## src/rtl/operand_select_stage_pkg.sv

```systemverilog
// Shared types and constants for the operand select stage.
package operand_pkg;

  typedef enum logic [1:0] {
    EMPTY,
    ONE,
    TWO
  } buf_state_t;

  localparam logic [31:0] BAD_VALUE_DEFAULT = 32'h0BAD_BAD0;
  localparam int unsigned CNT_W             = 8;

endpackage

```

## src/rtl/operand_select_stage_if.sv

```systemverilog
// Decode-side request and execute-side response signals of the operand select stage.
interface operand_select_stage_if
  import operand_pkg::*;
#(
  parameter int unsigned WIDTH   = 32,
  parameter int unsigned NUM_SRC = 4,
  parameter int unsigned SEL_W   = (NUM_SRC > 1) ? $clog2(NUM_SRC) : 1
);

  logic                     in_valid;
  logic                     in_ready;
  logic [SEL_W-1:0]         sel;
  logic [NUM_SRC*WIDTH-1:0] src_data;
  logic                     fwd_en;
  logic [WIDTH-1:0]         fwd_data;
  logic                     flush;
  logic                     out_valid;
  logic                     out_ready;
  logic [WIDTH-1:0]         out_data;
  logic                     out_bad_sel;
  logic [CNT_W-1:0]         bad_sel_count;

  modport master (
    output in_valid, sel, src_data, fwd_en, fwd_data, flush, out_ready,
    input  in_ready, out_valid, out_data, out_bad_sel, bad_sel_count
  );

  modport slave (
    input  in_valid, sel, src_data, fwd_en, fwd_data, flush, out_ready,
    output in_ready, out_valid, out_data, out_bad_sel, bad_sel_count
  );

endinterface

```

## src/rtl/operand_select_stage_skid.sv

```systemverilog
// Two-entry skid buffer: registered in_ready/out_valid/out_data, flush empties it.
module operand_skid_reg
  import operand_pkg::*;
#(
  parameter int unsigned W = 33
) (
  input  logic         clk,
  input  logic         rst_n,
  input  logic         in_valid,
  output logic         in_ready,
  input  logic [W-1:0] in_data,
  input  logic         flush,
  output logic         out_valid,
  input  logic         out_ready,
  output logic [W-1:0] out_data
);

  buf_state_t   state;
  logic [W-1:0] skid_q;
  logic         accept;
  logic         pop;

  assign accept = in_valid && in_ready && !flush;
  assign pop    = out_valid && out_ready;

  always_ff @(posedge clk or negedge rst_n) begin
    if (!rst_n) begin
      state     <= EMPTY;
      in_ready  <= 1'b1;
      out_valid <= 1'b0;
      out_data  <= '0;
      skid_q    <= '0;
    end else if (flush) begin
      // Data registers keep their contents so out_data holds while invalid.
      state     <= EMPTY;
      in_ready  <= 1'b1;
      out_valid <= 1'b0;
    end else begin
      case (state)
        EMPTY: begin
          if (accept) begin
            out_data  <= in_data;
            out_valid <= 1'b1;
            state     <= ONE;
          end
        end
        ONE: begin
          if (accept && pop) begin
            out_data <= in_data;
          end else if (accept) begin
            skid_q   <= in_data;
            in_ready <= 1'b0;
            state    <= TWO;
          end else if (pop) begin
            out_valid <= 1'b0;
            state     <= EMPTY;
          end
        end
        TWO: begin
          if (pop) begin
            out_data <= skid_q;
            in_ready <= 1'b1;
            state    <= ONE;
          end
        end
        default: begin
          state     <= EMPTY;
          in_ready  <= 1'b1;
          out_valid <= 1'b0;
        end
      endcase
    end
  end

endmodule

```

## src/rtl/operand_select_stage.sv

```systemverilog
// ALU operand selector: forward/source/poison select feeding a registered skid output.
module operand_select_stage
  import operand_pkg::*;
#(
  parameter int unsigned WIDTH     = 32,
  parameter int unsigned NUM_SRC   = 4,
  parameter int unsigned SEL_W     = (NUM_SRC > 1) ? $clog2(NUM_SRC) : 1,
  parameter logic [31:0] BAD_VALUE = BAD_VALUE_DEFAULT
) (
  input logic                   CLK,
  input logic                   RST_N,
  operand_select_stage_if.slave bus
);

  localparam logic [WIDTH-1:0] BAD_WORD = WIDTH'(BAD_VALUE);

  logic [WIDTH-1:0] sel_data;
  logic             sel_bad;
  logic             accept;
  logic [WIDTH:0]   out_word;
  logic [CNT_W-1:0] bad_cnt;

  always_comb begin
    sel_data = BAD_WORD;
    sel_bad  = 1'b1;
    if (bus.fwd_en) begin
      sel_data = bus.fwd_data;
      sel_bad  = 1'b0;
    end else begin
      for (int unsigned k = 0; k < NUM_SRC; k++) begin
        if (bus.sel == SEL_W'(k)) begin
          sel_data = bus.src_data[k*WIDTH +: WIDTH];
          sel_bad  = 1'b0;
        end
      end
    end
  end

  assign accept = bus.in_valid && bus.in_ready && !bus.flush;

  operand_skid_reg #(
    .W(WIDTH + 1)
  ) u_skid (
    .clk      (CLK),
    .rst_n    (RST_N),
    .in_valid (bus.in_valid),
    .in_ready (bus.in_ready),
    .in_data  ({sel_bad, sel_data}),
    .flush    (bus.flush),
    .out_valid(bus.out_valid),
    .out_ready(bus.out_ready),
    .out_data (out_word)
  );

  assign bus.out_bad_sel = out_word[WIDTH];
  assign bus.out_data    = out_word[WIDTH-1:0];

  always_ff @(posedge CLK or negedge RST_N) begin
    if (!RST_N) begin
      bad_cnt <= '0;
    end else if (accept && sel_bad && (bad_cnt != '1)) begin
      bad_cnt <= bad_cnt + 1'b1;
    end
  end

  assign bus.bad_sel_count = bad_cnt;

endmodule

```

## src/flat_wrapper.sv

```systemverilog
// flat-port wrapper written by rule: the top's interface ports become plain ports
module operand_select_stage_flat import operand_pkg::*;
#(
  parameter int unsigned WIDTH     = 32,
  parameter int unsigned NUM_SRC   = 4,
  parameter int unsigned SEL_W     = (NUM_SRC > 1) ? $clog2(NUM_SRC) : 1,
  parameter logic [31:0] BAD_VALUE = BAD_VALUE_DEFAULT
)
  (CLK, RST_N, bus_in_valid, bus_sel, bus_src_data, bus_fwd_en, bus_fwd_data, bus_flush, bus_out_ready, bus_in_ready, bus_out_valid, bus_out_data, bus_out_bad_sel, bus_bad_sel_count);
  operand_select_stage_if #(.WIDTH(WIDTH), .NUM_SRC(NUM_SRC), .SEL_W(SEL_W)) bus_i ();
  input logic CLK;
  input logic RST_N;
  input wire logic [$bits(bus_i.in_valid)-1:0] bus_in_valid;
  input wire logic [$bits(bus_i.sel)-1:0] bus_sel;
  input wire logic [$bits(bus_i.src_data)-1:0] bus_src_data;
  input wire logic [$bits(bus_i.fwd_en)-1:0] bus_fwd_en;
  input wire logic [$bits(bus_i.fwd_data)-1:0] bus_fwd_data;
  input wire logic [$bits(bus_i.flush)-1:0] bus_flush;
  input wire logic [$bits(bus_i.out_ready)-1:0] bus_out_ready;
  output wire logic [$bits(bus_i.in_ready)-1:0] bus_in_ready;
  output wire logic [$bits(bus_i.out_valid)-1:0] bus_out_valid;
  output wire logic [$bits(bus_i.out_data)-1:0] bus_out_data;
  output wire logic [$bits(bus_i.out_bad_sel)-1:0] bus_out_bad_sel;
  output wire logic [$bits(bus_i.bad_sel_count)-1:0] bus_bad_sel_count;
  assign bus_i.in_valid = bus_in_valid;
  assign bus_i.sel = bus_sel;
  assign bus_i.src_data = bus_src_data;
  assign bus_i.fwd_en = bus_fwd_en;
  assign bus_i.fwd_data = bus_fwd_data;
  assign bus_i.flush = bus_flush;
  assign bus_i.out_ready = bus_out_ready;
  assign bus_in_ready = bus_i.in_ready;
  assign bus_out_valid = bus_i.out_valid;
  assign bus_out_data = bus_i.out_data;
  assign bus_out_bad_sel = bus_i.out_bad_sel;
  assign bus_bad_sel_count = bus_i.bad_sel_count;
  operand_select_stage #(.WIDTH(WIDTH), .NUM_SRC(NUM_SRC), .SEL_W(SEL_W), .BAD_VALUE(BAD_VALUE)) u_core (.CLK(CLK), .RST_N(RST_N), .bus(bus_i));
endmodule
```

## config.mk

```make
export PLATFORM = sky130hd
export DESIGN_NAME = operand_select_stage_flat
export DESIGN_NICKNAME = d
export VERILOG_FILES = /design/src/rtl/operand_select_stage_pkg.sv /design/src/rtl/operand_select_stage_if.sv /design/src/rtl/operand_select_stage_skid.sv /design/src/rtl/operand_select_stage.sv /design/src/flat_wrapper.sv
export SDC_FILE = /design/constraint.sdc
export NUM_CORES = 1
export LEC_CHECK = 0
export CORE_MARGIN = 2
export CORE_UTILIZATION = 43
export DETAILED_ROUTE_END_ITERATION = 16
export PLACE_DENSITY_LB_ADDON = 0.2
export SYNTH_ARGS = -nofsm -noshare
export SYNTH_HDL_FRONTEND = slang
export SYNTH_HIERARCHICAL = 1
export SYNTH_SLANG_ARGS = --single-unit
```

## constraint.sdc

```tcl
create_clock -name CLK -period 2.1 [get_ports CLK]
set_input_delay 0.42 -clock CLK [delete_from_list [all_inputs] [get_ports CLK]]
set_output_delay 0.42 -clock CLK [all_outputs]
set_load 0.005 [all_outputs]
```

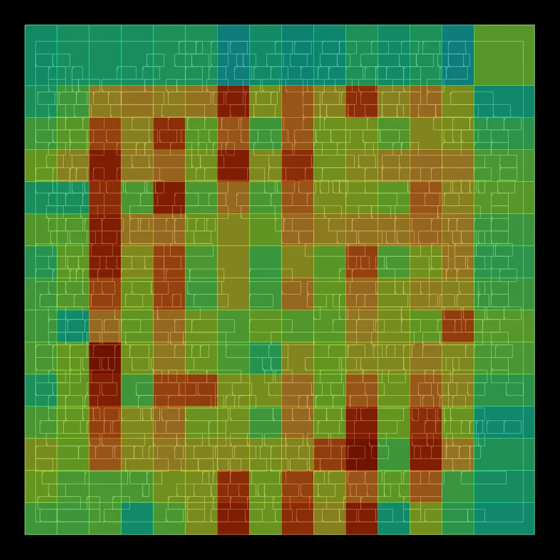
**Above:** track usage over the die.
overall routing resource usage: 22.69%
Top Usage Layer GRT: met2

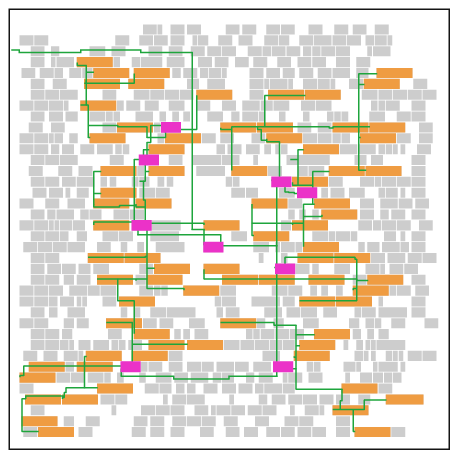
**Above:** routed clock nets over the placement.
Scale: 4 px per um.
[clock wires] green | length: 983 um
[flip-flops] orange | count: 78
[cells driving clock nets] magenta | count: 9
flops lie: widely spread
routed clock nets: 10
insertion delay to the later sink of the worst-skew pair: 0.35 ns
relative contribution of the clock network to total power: 18.3%
clock skew: 0.01103 ns
clock group total power: 1.09 mW

==> flow_summary.ini <==
; synthesis and place-and-route metrics
[placed_design]
detailed_place_hpwl_um = 9829
globalplace.congestion = 0.7697
io_buffers = 210
postPlaceCellArea_mm2 = 0.006998

[setup_path]
critical_path.startpoint = bus_fwd_en
worst-path-max-fanout = 19
ff2ff_path_depth = 5
cpMaxStageDelayCell = sky130_fd_sc_hd__clkdlybuf4s50_1
critical_path_buf_inv_count = 3
critical_path_cell_count = 7
crit-reg2reg-capture = u_core/u_skid/out_data[8]
timing.rr.start = u_core/u_skid/in_ready
worstSetupStartpointType = primary input
worstPathArrival_ns = 2.18
critPathMaxStageDelay_ns = 0.52
timing_worst_setup_path_type = primary input to flip-flop

[detailed_routing]
drtAntennaViolNets = 0
via_per_inst = 5.383
wl_met1_um = 5580
top_signal_layer_used = met4
routed-wl-met2_um = 6792

[finish]
final_clock_cell_share_pct = 2.646
comb.multi_input.count = 289
post-route-cell-area_mm2 = 0.007188
num-nonclk-buffers = 227
area.growth.synth_to_final_pct = 49.92
num_antenna_cells = 0
layout_top_cell_excl_fill_tap = sky130_fd_sc_hd__clkdlybuf4s50_1
numSequentialCells = 78
area.combinational_mm2 = 0.002405
most-common-layout-cells = 208 x sky130_fd_sc_hd__clkdlybuf4s50_1, 77 x sky130_fd_sc_hd__dfrtp_1, 65 x sky130_fd_sc_hd__mux2i_1
layout.area.top_class = multi-input combinational cells
final_net_count = 807
n_fill_cell = 889

[die]
row_count = 38
chipHeight_um = 109.6
chip_area_mm2 = 0.01201
coreArea_mm2 = 0.01084

[global_route]
aggregate_global_routing_overflow = 0
use_met1_pct = 28.23
met3_usage_pct = 5.157
grt_pass1_wl_um = 21040
grt_start_max_net_pins = 45

[timing]
layout_min_cycle_time_ns = 1.914
finalHoldViolCount = 0
setup_viol = 0

[logic_synthesis]
ys_warn_count = 6
synth_chip_area_mm2 = 0.004795
topCombFamilyByArea = AND-OR/OR-AND gates
synth_compound_gate_area_share_pct = 22.23
adder_share_pct = 0
portion_of_the_post_synthesis_area_used_by_sequential_elements_pct = 40.74
muxShareOfSynthArea_pct = 21.32

[cts]
cts_made_buffers = 9
postCtsHoldBufs = 0
clkTransAtPathRegs_ns = 0.08
cts.repair.resized = 0
cts_tree = built

[power]
switching_share_pct = 29.87
max-vdd-ir-drop_v = 0.0003976
power.static_leakage_nw = 3.146
power_share_of_the_sequential_group_pct = 42.1
totalPowerFinal_mw = 5.935
combinational_share_of_power_pct = 39.6
net-switching-power_mw = 1.773

[outcome]
outcome = complete, no violations

[min_path]
timing.hold.worst.class = primary input to async pin
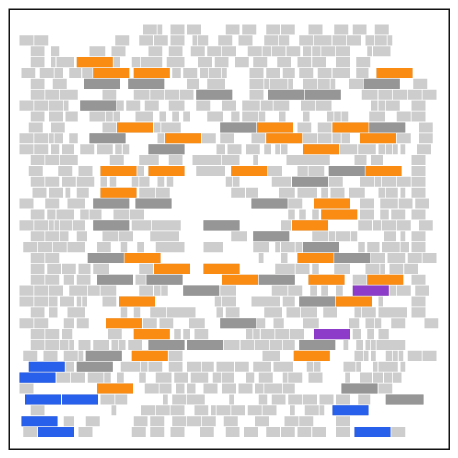
**Above:** where the registers sit.
Scale: 4 px per um. Other sequential cells in the stronger grey, the rest of the logic in the fainter grey.
[u_core/u_skid/out_data] orange | sequential cells: 33
[u_core/u_skid/state] purple | sequential cells: 2
[u_core/bus.bad_sel_count] blue | sequential cells: 8
not coloured: 35
sequential portion of the cell area: 27.17%
Layout Utilization: 66.31%

state kept, by name, indices dropped and copies added, names as in the netlist:
register and flops:
u_core/u_skid/out_data 33, u_core/u_skid/skid_q 33, u_core/bus.bad_sel_count 8, u_core/u_skid/state 2, u_core/u_skid/in_ready 1, u_core/u_skid/out_valid 1
Yosys cell counts:
master                      number  area [um^2]
sky130_fd_sc_hd__a221oi_2        1        15.01
sky130_fd_sc_hd__nand3_1         1        5.000
sky130_fd_sc_hd__nand2b_4        1        13.76
sky130_fd_sc_hd__or2_2           1        6.260
sky130_fd_sc_hd__a21boi_1        1        7.510
sky130_fd_sc_hd__dfstp_2         1        26.28
sky130_fd_sc_hd__o32a_1          1        10.01
sky130_fd_sc_hd__mux2_2         33        371.6
sky130_fd_sc_hd__buf_4           4        30.03
sky130_fd_sc_hd__inv_1          34        127.6
sky130_fd_sc_hd__dfrtp_1        77         1927
sky130_fd_sc_hd__or2_1           1        6.260
sky130_fd_sc_hd__a221oi_1       31        271.5
sky130_fd_sc_hd__nand2_1         3        11.26
sky130_fd_sc_hd__or2_4           1        8.760
sky130_fd_sc_hd__a21oi_1         4        20.02
sky130_fd_sc_hd__nor2b_1        35        219.0
sky130_fd_sc_hd__a2bb2oi_1       1        8.760
sky130_fd_sc_hd__a211oi_1        2        15.01
sky130_fd_sc_hd__a211oi_2       30        375.4
sky130_fd_sc_hd__conb_1          1        3.750
sky130_fd_sc_hd__buf_2           7        35.03
sky130_fd_sc_hd__o22ai_1         2        12.51
sky130_fd_sc_hd__o21ai_1        30        150.1
sky130_fd_sc_hd__mux2i_1        65        650.6
sky130_fd_sc_hd__clkbuf_1       23        86.33
sky130_fd_sc_hd__nor2_1          6        22.52
sky130_fd_sc_hd__o21ai_0        36        180.2
sky130_fd_sc_hd__buf_6          15        168.9
sky130_fd_sc_hd__xnor2_1         1        8.760
through the flow:
step | hold slack (ns) | std cells | setup slack, ns | setup TNS (ns)
global route | 0.08518 | 784 | 0.06464 | 0
CTS | 0.06561 | 784 | 0.2206 | 0
floorplan | 0.1244 | 450 | 0.4583 | 0
detailed placement | 0.3658 | 768 | -0.1481 | -5.669
finish | 0.04904 | 784 | 0.1859 | 0
global placement | 0.3638 | 768 | -0.1331 | -3.333
power groups by stage:
stage               logic (mW)  registers (mW)  clock network (mW)
finish                    2.35            2.50                1.09
global route              2.56            2.58                1.19
CTS                       2.37            2.50                1.12
detailed placement        2.37            2.52                   0
global placement          2.30            2.49                   0
floorplan                 1.08            2.47                   0
worst min path at each step:
stage | from | to | slack (ns) | depth (start not counted)
2_1_floorplan | RST_N | u_core/bus.bad_sel_count[0] | 0.12 | 0
6_report | RST_N | u_core/bus.bad_sel_count[4] | 0.05 | 1
3_3_place_gp | u_core/bus.bad_sel_count[4] | u_core/bus.bad_sel_count[4] | 0.36 | 0
5_1_grt | RST_N | u_core/bus.bad_sel_count[4] | 0.09 | 1
3_5_place_dp | u_core/bus.bad_sel_count[4] | u_core/bus.bad_sel_count[4] | 0.37 | 0
4_1_cts | RST_N | u_core/bus.bad_sel_count[4] | 0.07 | 1
No activity file was given, so power comes from the tool's default toggle rates.
